`src/rtl/ram_rd_if.sv`:
```
// Load-request and IO65 device signals of the ram_rd read unit.
// master = requester/device side, slave = ram_rd.
interface ram_rd_if;
    logic        RD_REQ;
    logic [7:0]  RD_ADDR;
    logic [15:0] RAM_0;
    logic [15:0] RAM_1;
    logic [15:0] RAM_2;
    logic [15:0] RAM_3;
    logic [15:0] RAM_4;
    logic [15:0] RAM_5;
    logic [15:0] RAM_6;
    logic [15:0] RAM_7;
    logic [15:0] IO64_OUT;
    logic [15:0] IO65_IN;
    logic        IO65_VALID;
    logic        IO65_ACK;
    logic [15:0] RD_DATA;
    logic        RD_ACK;
    logic        RD_ERR;

    modport master (
        output RD_REQ, RD_ADDR,
        output RAM_0, RAM_1, RAM_2, RAM_3, RAM_4, RAM_5, RAM_6, RAM_7,
        output IO64_OUT, IO65_IN, IO65_VALID,
        input  IO65_ACK, RD_DATA, RD_ACK, RD_ERR
    );

    modport slave (
        input  RD_REQ, RD_ADDR,
        input  RAM_0, RAM_1, RAM_2, RAM_3, RAM_4, RAM_5, RAM_6, RAM_7,
        input  IO64_OUT, IO65_IN, IO65_VALID,
        output IO65_ACK, RD_DATA, RD_ACK, RD_ERR
    );
endinterface

```
`src/rtl/ram_rd.sv`:
```
// Read-side RAM/IO unit: serves loads from RAM_0..7, IO64 and the IO65 handshake port.
// Optional IO_WAIT timeout is enabled by defining RAM_RD_TIMEOUT_EN.
module ram_rd #(
    parameter int unsigned TIMEOUT_CYCLES = 255
) (
    input  logic    CLK,
    input  logic    RESET_N,
    ram_rd_if.slave bus
);

    localparam logic [1:0] ST_IDLE    = 2'd0;
    localparam logic [1:0] ST_ACK     = 2'd1;
    localparam logic [1:0] ST_IO_WAIT = 2'd2;
    localparam logic [1:0] ST_IO_REL  = 2'd3;

    localparam logic [15:0] TO_LAST = 16'(TIMEOUT_CYCLES - 1);

    logic [1:0]  state_q, state_d;
    logic [1:0]  sync_q;
    logic [15:0] rd_data_q, rd_data_d;
    logic        rd_ack_q, rd_ack_d;
    logic        rd_err_q, rd_err_d;
    logic        io65_ack_q, io65_ack_d;
    logic [15:0] ram_word;
    logic        vs;

    // sync_q[1] is the metastability-safe copy of IO65_VALID
    assign vs = sync_q[1];

    always_comb begin
        ram_word = 16'h0000;
        case (bus.RD_ADDR[2:0])
            3'd0: ram_word = bus.RAM_0;
            3'd1: ram_word = bus.RAM_1;
            3'd2: ram_word = bus.RAM_2;
            3'd3: ram_word = bus.RAM_3;
            3'd4: ram_word = bus.RAM_4;
            3'd5: ram_word = bus.RAM_5;
            3'd6: ram_word = bus.RAM_6;
            default: ram_word = bus.RAM_7;
        endcase
    end

`ifdef RAM_RD_TIMEOUT_EN
    logic [15:0] cnt_q, cnt_d;
`else
    logic unused_timeout;
    assign unused_timeout = ^TO_LAST;
`endif

    always_comb begin
        state_d    = state_q;
        rd_data_d  = rd_data_q;
        rd_ack_d   = 1'b0;
        rd_err_d   = 1'b0;
        io65_ack_d = io65_ack_q;
`ifdef RAM_RD_TIMEOUT_EN
        cnt_d      = cnt_q;
`endif
        case (state_q)
            ST_IDLE: begin
                if (bus.RD_REQ) begin
                    if (bus.RD_ADDR[7:3] == 5'd0) begin
                        rd_data_d = ram_word;
                        rd_ack_d  = 1'b1;
                        state_d   = ST_ACK;
                    end else if (bus.RD_ADDR == 8'h40) begin
                        rd_data_d = bus.IO64_OUT;
                        rd_ack_d  = 1'b1;
                        state_d   = ST_ACK;
                    end else if (bus.RD_ADDR == 8'h41) begin
`ifdef RAM_RD_TIMEOUT_EN
                        cnt_d     = 16'h0000;
`endif
                        state_d   = ST_IO_WAIT;
                    end else begin
                        rd_data_d = 16'h0000;
                        rd_ack_d  = 1'b1;
                        rd_err_d  = 1'b1;
                        state_d   = ST_ACK;
                    end
                end
            end
            ST_ACK: begin
                state_d = ST_IDLE;
            end
            ST_IO_WAIT: begin
                // valid data takes priority over an expiring timeout
                if (vs) begin
                    rd_data_d  = bus.IO65_IN;
                    rd_ack_d   = 1'b1;
                    io65_ack_d = 1'b1;
                    state_d    = ST_IO_REL;
`ifdef RAM_RD_TIMEOUT_EN
                end else if (cnt_q == TO_LAST) begin
                    rd_data_d = 16'hFFFF;
                    rd_ack_d  = 1'b1;
                    rd_err_d  = 1'b1;
                    state_d   = ST_ACK;
                end else begin
                    cnt_d = cnt_q + 16'd1;
`endif
                end
            end
            default: begin
                if (!vs) begin
                    io65_ack_d = 1'b0;
                    state_d    = ST_IDLE;
                end
            end
        endcase
    end

    always_ff @(posedge CLK or negedge RESET_N) begin
        if (!RESET_N) begin
            state_q    <= ST_IDLE;
            sync_q     <= 2'b00;
            rd_data_q  <= 16'h0000;
            rd_ack_q   <= 1'b0;
            rd_err_q   <= 1'b0;
            io65_ack_q <= 1'b0;
`ifdef RAM_RD_TIMEOUT_EN
            cnt_q      <= 16'h0000;
`endif
        end else begin
            state_q    <= state_d;
            sync_q     <= {sync_q[0], bus.IO65_VALID};
            rd_data_q  <= rd_data_d;
            rd_ack_q   <= rd_ack_d;
            rd_err_q   <= rd_err_d;
            io65_ack_q <= io65_ack_d;
`ifdef RAM_RD_TIMEOUT_EN
            cnt_q      <= cnt_d;
`endif
        end
    end

    assign bus.RD_DATA  = rd_data_q;
    assign bus.RD_ACK   = rd_ack_q;
    assign bus.RD_ERR   = rd_err_q;
    assign bus.IO65_ACK = io65_ack_q;

endmodule

```
`src/flat_wrapper.sv`:
```
// flat-port wrapper written by rule: the top's interface ports become plain ports
module ram_rd_flat 
#(
    parameter int unsigned TIMEOUT_CYCLES = 255
)
  (CLK, RESET_N, bus_RD_REQ, bus_RD_ADDR, bus_RAM_0, bus_RAM_1, bus_RAM_2, bus_RAM_3, bus_RAM_4, bus_RAM_5, bus_RAM_6, bus_RAM_7, bus_IO64_OUT, bus_IO65_IN, bus_IO65_VALID, bus_IO65_ACK, bus_RD_DATA, bus_RD_ACK, bus_RD_ERR);
  ram_rd_if bus_i ();
  input  logic CLK;
  input  logic RESET_N;
  input wire logic [$bits(bus_i.RD_REQ)-1:0] bus_RD_REQ;
  input wire logic [$bits(bus_i.RD_ADDR)-1:0] bus_RD_ADDR;
  input wire logic [$bits(bus_i.RAM_0)-1:0] bus_RAM_0;
  input wire logic [$bits(bus_i.RAM_1)-1:0] bus_RAM_1;
  input wire logic [$bits(bus_i.RAM_2)-1:0] bus_RAM_2;
  input wire logic [$bits(bus_i.RAM_3)-1:0] bus_RAM_3;
  input wire logic [$bits(bus_i.RAM_4)-1:0] bus_RAM_4;
  input wire logic [$bits(bus_i.RAM_5)-1:0] bus_RAM_5;
  input wire logic [$bits(bus_i.RAM_6)-1:0] bus_RAM_6;
  input wire logic [$bits(bus_i.RAM_7)-1:0] bus_RAM_7;
  input wire logic [$bits(bus_i.IO64_OUT)-1:0] bus_IO64_OUT;
  input wire logic [$bits(bus_i.IO65_IN)-1:0] bus_IO65_IN;
  input wire logic [$bits(bus_i.IO65_VALID)-1:0] bus_IO65_VALID;
  output wire logic [$bits(bus_i.IO65_ACK)-1:0] bus_IO65_ACK;
  output wire logic [$bits(bus_i.RD_DATA)-1:0] bus_RD_DATA;
  output wire logic [$bits(bus_i.RD_ACK)-1:0] bus_RD_ACK;
  output wire logic [$bits(bus_i.RD_ERR)-1:0] bus_RD_ERR;
  assign bus_i.RD_REQ = bus_RD_REQ;
  assign bus_i.RD_ADDR = bus_RD_ADDR;
  assign bus_i.RAM_0 = bus_RAM_0;
  assign bus_i.RAM_1 = bus_RAM_1;
  assign bus_i.RAM_2 = bus_RAM_2;
  assign bus_i.RAM_3 = bus_RAM_3;
  assign bus_i.RAM_4 = bus_RAM_4;
  assign bus_i.RAM_5 = bus_RAM_5;
  assign bus_i.RAM_6 = bus_RAM_6;
  assign bus_i.RAM_7 = bus_RAM_7;
  assign bus_i.IO64_OUT = bus_IO64_OUT;
  assign bus_i.IO65_IN = bus_IO65_IN;
  assign bus_i.IO65_VALID = bus_IO65_VALID;
  assign bus_IO65_ACK = bus_i.IO65_ACK;
  assign bus_RD_DATA = bus_i.RD_DATA;
  assign bus_RD_ACK = bus_i.RD_ACK;
  assign bus_RD_ERR = bus_i.RD_ERR;
  ram_rd #(.TIMEOUT_CYCLES(TIMEOUT_CYCLES)) u_core (.CLK(CLK), .RESET_N(RESET_N), .bus(bus_i));
endmodule
```
`config.mk`:
```
export PLATFORM = sky130hd
export DESIGN_NAME = ram_rd_flat
export DESIGN_NICKNAME = d
export VERILOG_FILES = /design/src/rtl/ram_rd_if.sv /design/src/rtl/ram_rd.sv /design/src/flat_wrapper.sv
export SDC_FILE = /design/constraint.sdc
export NUM_CORES = 1
export LEC_CHECK = 0
export ABC_AREA = 1
export ABC_CLOCK_PERIOD_IN_PS = 1700
export CAP_MARGIN = 10
export CORE_ASPECT_RATIO = 1.2
export CORE_UTILIZATION = 36
export DETAILED_ROUTE_END_ITERATION = 8
export PLACE_DENSITY = 0.85
export SLEW_MARGIN = 20
export SYNTH_ARGS = -nofsm -noshare
export SYNTH_HDL_FRONTEND = slang
export SYNTH_SLANG_ARGS = --single-unit
```
`constraint.sdc`:
```
create_clock -name CLK -period 1.7 [get_ports CLK]
set_clock_uncertainty 0.15 [all_clocks]
set_input_delay 0.425 -clock CLK [delete_from_list [all_inputs] [get_ports CLK]]
set_output_delay 0.425 -clock CLK [all_outputs]
set_load 0.02 [all_outputs]
```
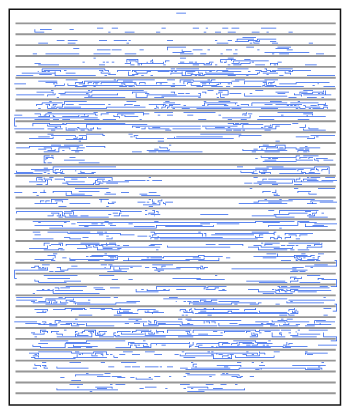
Figure 1: run 1, metal 1.
Drawn at 4 px/um. Supply wires on this layer in grey.
nets with wire on the layer: 687
wire length on this layer: 4370 um
main direction: horizontal
longest straight run: 58.9 um
met1 Resource Use GR: 0.301
total routed wirelength: 11.5 mm
Via Count: 4029

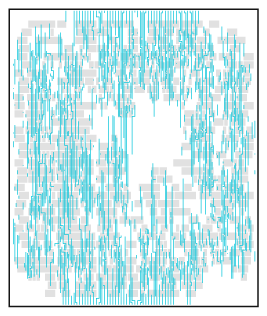
Figure 2: run 1, signal wires on met2.
Drawn at 3 px/um. Cells faint in the background.
wire length on this layer: 5610 um
nets with wire on the layer: 654
grt met2 use: 0.488

==> COMMIT_EDITMSG, run 1 <==
Record implementation results from latest flow run

- Broken down by cell family, the worst path's largest delay share belongs to simple AND/OR/NAND/NOR gates.
* Most instantiated logic cells after routing: sky130_fd_sc_hd__nand2_1 (166), sky130_fd_sc_hd__clkdlybuf4s50_1 (163), sky130_fd_sc_hd__nor2_1 (98)
* Cell types with the highest counts after synthesis: sky130_fd_sc_hd__nand2_1 (166), sky130_fd_sc_hd__nor2_1 (99), sky130_fd_sc_hd__nand4_1 (80)
* Critical path startpoint: u_core.state_q[1]
- The routed design shows a wire length per standard cell of 15.1 um.
- Number of violations of the max-capacitance limit: 0
- Multi-input gate count: 412
* Run status: complete, no violations
- Async set-reset flop share out of synthesis: 1.00
- Non-clock buffer count: 220
- Per the CTS log, the buffer count on the longest clock path is 2.
* Setup ws final: around 0.11 ns
- First-pass GRT wire length: 16.9 mm
- Share of total power in the clock network: 0.097
- Once placement completed, the tool counted placed cells totaling between 700 and 800.
* Final Total Pwr: 0.00345 W
- Global-route usage over all layers: 0.266
- Counting buffers and inverters, the worst setup path is 7 cells deep.
- Sequential fraction of total cell area: 0.116
* CLK BUF: 3
- Chip Height: 98.5 um
- Note that the worst hold path type here is register to register.
* Reg2reg path depth: 7
* Main flop type: sky130_fd_sc_hd__dfrtp_1
- Seq/Total Area, Yosys: 0.206
- Per the final timing report, the hold violations number 0.
* Number of standard cells in the layout, taps in and fillers out: around 760
- Dividing total power by cell area gives a power density of roughly 700 mW/mm^2.
- Post_cts resized: 21
- Hold analysis lists the worst path endpoint as u_core.sync_q[1].
- Element type at the critical path end: register
* Number of signal-net inverters in the final layout: 13
- Largest net degree at the start of global routing: 46
* Critical Path Sink: u_core.bus.RD_DATA[6]
- The register with the most flip-flops in the layout has 16 of them.
- For the worst-skew pair, the clock arrives at the later sink with an insertion delay of 0.27 ns.
- Number of global-route vias before repair: 3781
- Post-synth top area share: 0.223
* Ys cells: 490
- Per the final report, the share of cell area in clock cells is 0.00934.
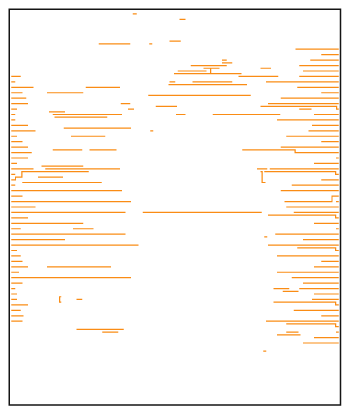
Figure 3: run 1, M3 wires.
Drawn at 4 px/um.
share of all routed wire: 11%
main direction: horizontal
wire length on this layer: 1280 um
nets with wire on the layer: 138
longest straight run: 31.5 um
routing usage on met3: 0.0583

==> inputs of run 2 (changes only) <==
--- a/config.mk
+++ b/config.mk
@@ -6,7 +6,6 @@
 export NUM_CORES = 1
 export LEC_CHECK = 0
 export ABC_AREA = 1
-export ABC_CLOCK_PERIOD_IN_PS = 1700
 export CAP_MARGIN = 10
 export CORE_ASPECT_RATIO = 1.2
 export CORE_UTILIZATION = 36
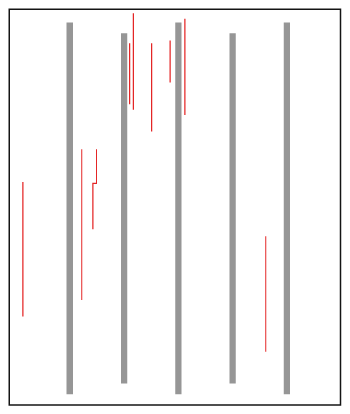
Figure 4: run 2, metal 4.
Drawn at 4 px/um. Supply wires on this layer in grey.
share of all routed wire: 1.9%
nets with wire on the layer: 9
wire length on this layer: 214 um
main direction: vertical

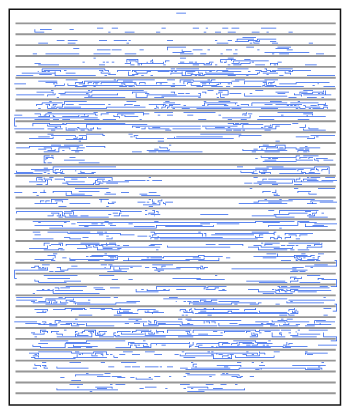
Figure 5: run 2, metal 1.
Drawn at 4 px/um. Supply wires on this layer in grey.
longest straight run: 58.9 um
wire length on this layer: 4370 um
main direction: horizontal
nets with wire on the layer: 687

==> COMMIT_EDITMSG, run 2 <==
Record implementation results from latest flow run

- Run status: complete, no violations (unchanged)
* Met1 Resource Use GR: 0.301 (unchanged)
* Largest net degree at the start of global routing: 46 (unchanged)
- The via count was 4029 (unchanged).
* Final-layout clock-cell area share: 0.00934 (unchanged)
* Most instantiated logic cells after routing: sky130_fd_sc_hd__nand2_1 (166), sky130_fd_sc_hd__clkdlybuf4s50_1 (163), sky130_fd_sc_hd__nor2_1 (98) (unchanged)
- Final Total Pwr: 0.00345 W (unchanged)
* Worst min path class: register to register (unchanged)
* Final Hold Viols: 0 (unchanged)
- The number of violations of the max-capacitance limit came to 0 (unchanged).
- The share of synthesized registers carrying an async set or reset is 1.00 (unchanged).
- Critical Path Sink: u_core.bus.RD_DATA[6] (unchanged)
- The clock latency of the later-clocked register in the worst-skew pair is 0.27 ns (about the same).
* Post_cts resized: 21 (unchanged)
* CLK BUF: 3 (unchanged)
* Setup ws final: 0.114 ns (unchanged)
* Number of signal-net inverters in the final layout: 13 (unchanged)
- The flip-flop and latch share of the layout cell area came to 0.116 (unchanged).
* Grt met2 use: 0.488 (unchanged)
- Total routed wirelength: 11.5 mm (unchanged)
- Multi-input gate count: 412 (unchanged)
- Number of logic stages on the critical path including buffering: 7 (unchanged)
- First-pass GRT wire length: 16.9 mm (unchanged)
- The power density over cell area was 696 mW/mm^2 (unchanged).
- The met3 capacity usage during global routing was 0.0583 (unchanged).
- The deepest clock path buffer count was 2 (unchanged).
- The die height was 98.5 um (unchanged).
- The endpoint kind of the worst setup timing path was a register (unchanged).
* Post-synth top area share: 0.223 (unchanged)
- Global-route usage over all layers: 0.266 (unchanged)
- Share of total power in the clock network: 0.097 (about the same)
- The cell count in the Yosys report came to 490 (unchanged).
* Family with the most delay on the worst path: simple AND/OR/NAND/NOR gates (unchanged)
- The average wire length per cell after detail routing came to 15.1 um (unchanged).
==> inputs of run 3 (changes only) <==
--- a/config.mk
+++ b/config.mk
@@ -6,7 +6,6 @@
 export NUM_CORES = 1
 export LEC_CHECK = 0
 export ABC_AREA = 1
-export CAP_MARGIN = 10
 export CORE_ASPECT_RATIO = 1.2
 export CORE_UTILIZATION = 36
 export DETAILED_ROUTE_END_ITERATION = 8
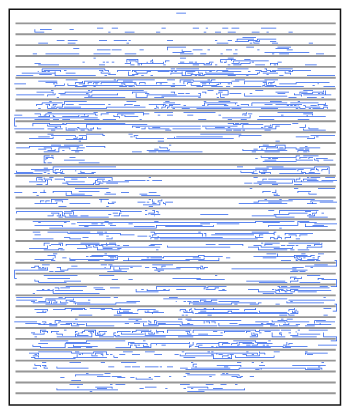
Figure 6: run 3, metal 1.
Drawn at 4 px/um. Supply wires on this layer in grey.
wire length on this layer: 4370 um
share of all routed wire: 38%
longest straight run: 58.9 um
nets with wire on the layer: 687

==> COMMIT_EDITMSG, run 3 <==
Record implementation results from latest flow run

- Run status: complete, no violations (unchanged)
* CLK BUF: 3 (unchanged)
- The non-clock buffer count in the final layout is 220 (unchanged).
- Placed instance count: 755 (unchanged)
- The final-layout clock-cell area share is 0.00934 (unchanged).
* Reg2reg path depth: 7 (unchanged)
- The combined global-route utilization of all metal layers was 0.266 (unchanged).
- The clock latency of the later-clocked register in the worst-skew pair is 0.27 ns (about the same).
- Number of global-route vias before repair: 3781 (unchanged)
- The met1 track demand over resource came to 0.301 (unchanged).
- The met3 capacity usage during global routing is 0.0583 (unchanged).
- The worst min-delay path class is register to register (unchanged).
- First-pass GRT wire length: 16.9 mm (unchanged)
- Cell types with the highest counts after synthesis: sky130_fd_sc_hd__nand2_1 (166), sky130_fd_sc_hd__nor2_1 (99), sky130_fd_sc_hd__nand4_1 (80) (unchanged).
* Largest net degree at the start of global routing: 46 (unchanged)
* Final Hold Viols: 0 (unchanged)
- Via Count: 4029 (unchanged)
- The share of Yosys cell area claimed by the top area cell type came to 0.223 (unchanged).
- The power consumption was 0.00345 W (unchanged).
- The number of violations of the max-capacitance limit is 0 (unchanged).
- The flip-flop count of the largest register after layout was 16 (unchanged).
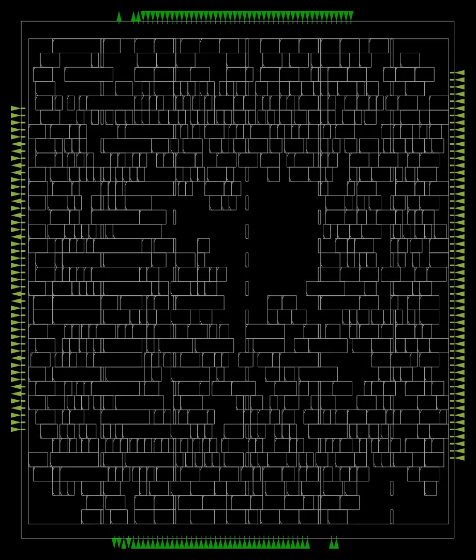
Figure 7: run 3, placed standard cells.
inserted tap cell count: 90
num sequential: 23
final design utilization: 0.670
number of standard cells in the layout, taps in and fillers out: 762

Power and IR drop assume default switching activity.
